`config.mk`:
```
export PLATFORM = sky130hd
export DESIGN_NAME = res_pulse_driver
export DESIGN_NICKNAME = d
export VERILOG_FILES = /design/src/rtl/res_pulse_driver.sv
export SDC_FILE = /design/constraint.sdc
export NUM_CORES = 2
export LEC_CHECK = 0
export CAP_MARGIN = 20
export CORE_MARGIN = 2
export CORE_UTILIZATION = 38
export CTS_CLUSTER_DIAMETER = 100
export DETAILED_ROUTE_END_ITERATION = 6
export SLEW_MARGIN = 20
export SYNTH_ARGS = -nofsm -noshare
export SYNTH_HDL_FRONTEND = slang
export SYNTH_SLANG_ARGS = --single-unit
```
`constraint.sdc`:
```
create_clock -name clk -period 20.3 [get_ports clk]
set_input_delay 4.06 -clock clk [delete_from_list [all_inputs] [get_ports clk]]
set_output_delay 4.06 -clock clk [all_outputs]
set_load 0.01 [all_outputs]
```
`src/rtl/res_pulse_driver.sv`:
```
// ---------------------------------------------------------------------------
// res_pulse_driver
//
// Transmit side of the res_valid/res_data result interface. Result words are
// accepted on a ready/valid push port and buffered in a small FIFO. Each word
// is then driven out as one res_valid level pulse lasting PULSE_CYCLES
// cycles. Pulses are separated by at least GAP_CYCLES+1 low cycles, so a
// receiver that samples on rising edges captures exactly one word per pulse.
//
// Optional feature (macro RES_PULSE_DRIVER_RAND_GAP_EN):
//   When defined, a 16-bit Fibonacci LFSR (taps 16,14,13,11, seed 16'hACE1)
//   steps on every pop. Its low three bits stretch each gap by 0..7 cycles.
//   When undefined, there is no LFSR and every gap is exactly GAP_CYCLES.
//
// Ports:
//   clk         rising-edge clock
//   rst_n       asynchronous active-low reset
//   push_valid  producer offers push_data
//   push_data   word to transmit
//   push_ready  FIFO not full; the push is taken when valid && ready
//   res_valid   registered result pulse
//   res_data    registered result word; holds the last word sent
//   busy        FIFO non-empty or the pulse sequencer is not idle
//   sent_count  pulses started since reset; wraps at 2^32
// ---------------------------------------------------------------------------
module res_pulse_driver #(
  parameter int DATA_WIDTH   = 256,
  parameter int FIFO_DEPTH   = 8,
  parameter int PULSE_CYCLES = 1,
  parameter int GAP_CYCLES   = 1
) (
  input  logic                  clk,
  input  logic                  rst_n,
  input  logic                  push_valid,
  input  logic [DATA_WIDTH-1:0] push_data,
  output logic                  push_ready,
  output logic                  res_valid,
  output logic [DATA_WIDTH-1:0] res_data,
  output logic                  busy,
  output logic [31:0]           sent_count
);

  // A gap of zero would merge adjacent pulses, so it is clamped to one.
  localparam int GAP_EFF   = (GAP_CYCLES < 1) ? 1 : GAP_CYCLES;
  localparam int PULSE_EFF = (PULSE_CYCLES < 1) ? 1 : PULSE_CYCLES;
`ifdef RES_PULSE_DRIVER_RAND_GAP_EN
  localparam int GAP_MAX   = GAP_EFF + 7;
`else
  localparam int GAP_MAX   = GAP_EFF;
`endif
  localparam int AW  = (FIFO_DEPTH > 1) ? $clog2(FIFO_DEPTH) : 1;
  localparam int CW  = $clog2(FIFO_DEPTH + 1);
  localparam int PCW = (PULSE_EFF > 1) ? $clog2(PULSE_EFF) : 1;
  localparam int GCW = (GAP_MAX > 1) ? $clog2(GAP_MAX) : 1;

  localparam logic [1:0] ST_IDLE  = 2'd0;
  localparam logic [1:0] ST_PULSE = 2'd1;
  localparam logic [1:0] ST_GAP   = 2'd2;

  logic [DATA_WIDTH-1:0] mem [FIFO_DEPTH];
  logic [AW-1:0]         wr_ptr;
  logic [AW-1:0]         rd_ptr;
  logic [CW-1:0]         count;
  logic [1:0]            state;
  logic [PCW-1:0]        pulse_cnt;
  logic [GCW-1:0]        gap_cnt;
  logic [GCW-1:0]        gap_load;
  logic                  push;
  logic                  pop;

  // Fullness is judged on the pre-edge count, so a simultaneous pop never
  // opens room for a push on the same edge.
  assign push_ready = (count != CW'(FIFO_DEPTH));
  assign push       = push_valid && push_ready;
  assign pop        = (state == ST_IDLE) && (count != '0);
  assign busy       = (count != '0) || (state != ST_IDLE);

`ifdef RES_PULSE_DRIVER_RAND_GAP_EN
  logic [15:0] lfsr;

  always_ff @(posedge clk or negedge rst_n) begin
    if (!rst_n) begin
      lfsr <= 16'hACE1;
    end else if (pop) begin
      lfsr <= {lfsr[14:0], lfsr[15] ^ lfsr[13] ^ lfsr[12] ^ lfsr[10]};
    end
  end

  // Sampled when the pulse ends, i.e. after the step taken by this word's pop.
  assign gap_load = GCW'(GAP_EFF - 1) + GCW'(lfsr[2:0]);
`else
  assign gap_load = GCW'(GAP_EFF - 1);
`endif

  // NOTE: FIFO storage carries no reset; the occupancy count alone decides
  // which entries are live, so resetting the array would only cost flops.
  always_ff @(posedge clk) begin
    if (push) begin
      mem[wr_ptr] <= push_data;
    end
  end

  // NOTE: all state is updated with non-blocking assignments so every
  // register samples pre-edge values regardless of statement order.
  always_ff @(posedge clk or negedge rst_n) begin
    if (!rst_n) begin
      wr_ptr <= '0;
      rd_ptr <= '0;
      count  <= '0;
    end else begin
      if (push) wr_ptr <= wr_ptr + 1'b1;
      if (pop)  rd_ptr <= rd_ptr + 1'b1;
      case ({push, pop})
        2'b10:   count <= count + 1'b1;
        2'b01:   count <= count - 1'b1;
        default: count <= count;
      endcase
    end
  end

  always_ff @(posedge clk or negedge rst_n) begin
    if (!rst_n) begin
      state      <= ST_IDLE;
      res_valid  <= 1'b0;
      res_data   <= '0;
      sent_count <= '0;
      pulse_cnt  <= '0;
      gap_cnt    <= '0;
    end else begin
      case (state)
        ST_IDLE: begin
          if (pop) begin
            res_valid  <= 1'b1;
            res_data   <= mem[rd_ptr];
            sent_count <= sent_count + 32'd1;
            pulse_cnt  <= PCW'(PULSE_EFF - 1);
            state      <= ST_PULSE;
          end
        end
        ST_PULSE: begin
          if (pulse_cnt != '0) begin
            pulse_cnt <= pulse_cnt - 1'b1;
          end else begin
            res_valid <= 1'b0;
            gap_cnt   <= gap_load;
            state     <= ST_GAP;
          end
        end
        ST_GAP: begin
          if (gap_cnt != '0) begin
            gap_cnt <= gap_cnt - 1'b1;
          end else begin
            state <= ST_IDLE;
          end
        end
        default: state <= ST_IDLE;
      endcase
    end
  end

endmodule

```
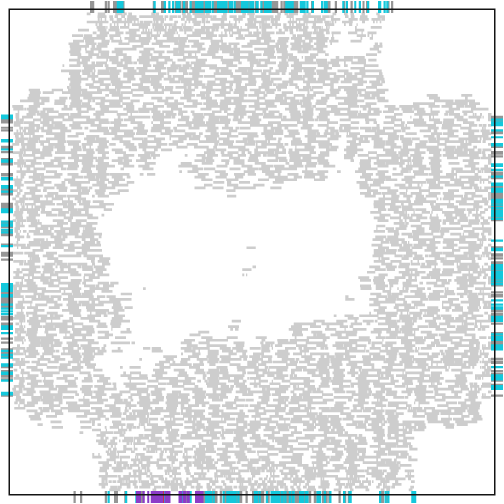
Fig. 1. Pin placement.
Drawn at 1 px/um. Pins as bars across the die edge, other pins in gray.
color	port	pins	direction	edge
purple	sent_count	32	output	bottom
red	busy	1	output	bottom
cyan	res_data	256	output	77 top, 67 right, 64 bottom, 48 left
die height: 484 um
Die W: 484 um
Buffers on Ports: 549

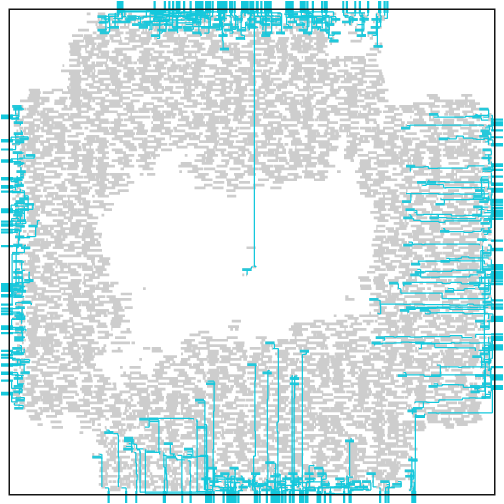
Fig. 2. Nets reached from selected ports.
Drawn at 1 px/um.
color	port	direction	end cells	wire
cyan	res_data	output	256	11600 um
# IOs: 550

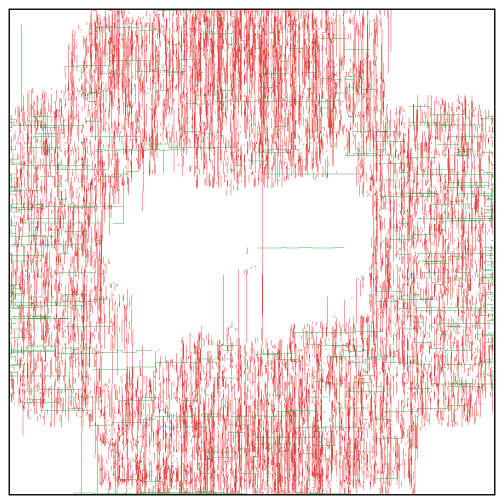
Fig. 3. Signal wires by layer.
Drawn at 1 px/um. Only two layers are drawn.
color	layer	wire length
green	met3	8830 um
red	met2	96.3 mm
Post-Route WL: 192000 um
DR vias: 40345
WL/cell: 24.3 um
GRT Util Overall: 0.162

[flip-flops by register name, summed over array words and instances, names as in the netlist]
register / count
count: 4
mem: 2048
rd_ptr: 3
res_data: 256
res_valid: 1
sent_count: 32
state: 2
wr_ptr: 3
[power breakdown]
group	switching [mW]	internal (mW)	total (mW)	leakage, nW
sequential	0.367	6.20	6.57	22.3
clock	1.83	2.45	4.29	3.76
combinational	2.33	1.98	4.32	8.47
total	4.54	10.6	15.2	34.5
[synthesized netlist by cell type (2+ instances only)]
cell type	instances	area [um2]
and2_1	4	25.0
and3_1	10	62.6
and4_1	3	26.3
buf_1	7	26.3
buf_2	126	631
buf_4	10	75.1
buf_6	26	293
clkbuf_1	34	128
clkbuf_2	2	10.0
dfrtp_1	301	7530
edfxtp_1	2048	61500
ha_1	6	75.1
inv_1	3	11.3
mux2_2	2	22.5
mux2i_1	256	2560
mux4_2	512	11500
nand2_1	277	1040
nand2b_1	3	18.8
nand3_1	11	55.1
nand4_1	16	100
nor2_1	12	45.0
nor3_1	4	20.0
o21ai_0	70	350
o21ai_1	187	936
xnor2_1	32	280
xor2_1	7	61.3
[worst max-delay path, stage by stage]
cell and delay, ns:
clkdlybuf4s50_1 0.55, nand3_1 0.35, nor2_4 0.19, buf_4 0.63, buf_4 0.77, buf_4 0.84, buf_4 0.64
[final cells by class]
| type | count | area (um2) |
|---|---|---|
| fillers | 19314 | 125000 |
| repair buffers | 625 | 6190 |
| inverters | 3 | 11.3 |
| clock buffers | 316 | 6410 |
| clock inverters | 125 | 1380 |
| well taps | 3026 | 3790 |
| flip-flops and latches | 2349 | 69000 |
| multi-input cells | 1425 | 17400 |
| diodes | 24 | 60.1 |
==> out/metrics.csv <==
stage,metric,value,unit
cts,CTS Buf Count,234,
finish,final core utilization,0.454,
cts,Latency at later pin,0.91,ns
final_timing,final worst-path cycle share,0.380,
finish,final std cells w/o fill,7893,
detailed_routing,DR top layer,met5,
grt,total gr overflow,0,
floorplanning,Std-Cell Rows,176,
critical_path,"Data arrival, critical path",8.18,ns
final_timing,worst hold slack,0.459,ns
logic_synthesis,Post-Synth AOI/OAI Area,0.0149,
critical_path,CP Launch Point,push_valid,
critical_path,capturing point of the worst reg2reg path,res_data[199]$_DFFE_PN0P_,
final_timing,min Tclk post-route,7.72,ns
final_timing,Clock Skews,0.0816,ns
critical_path,CP Max Fanout,49,
placed_design,DP HPWL,112000,um
final_timing,relative slew slack,0.260,
critical_path,Reg2Reg Depth,7,
logic_synthesis,synth warn,0,
power,PwrDens,146,nW/um2
final_timing,setup_tns,0,ns
min_path,Hold Crit Class,reg -> reg,
min_path,Hold Path Depth,1,
finish,share of cells above drive strength 1,0.196,
logic_synthesis,cell total in the yosys stat output,3982,
logic_synthesis,Unique cell types,39,
logic_synthesis,syn avg cell area,22.0,um2
grt,global-route wire length before repair,284000,um
floorplanning,die area,234000,um2
final_timing,RSZ-0062 raised after global routing,false,
run,Max-cap violations,0,
logic_synthesis,net count after synthesis,4247,
detailed_routing,Residual DRC,0,
power,peak supply drop,0.113,mV
grt,met2 usage,0.268,
placed_design,Post-Place Worst Slack,11.59,ns
run_status,status,"finished, final reports clean",
logic_synthesis,Post-synth seq share,0.789,
logic_synthesis,xor+xnor area frac,0.00390,
critical_path,startpoint types,input port,
min_path,Min-Delay Endpoint,state[1]$_DFFE_PN0P_,
logic_synthesis,Synth Register Bits,2349,
logic_synthesis,gate count after technology mapping,3982,
Power and IR drop assume default switching activity.
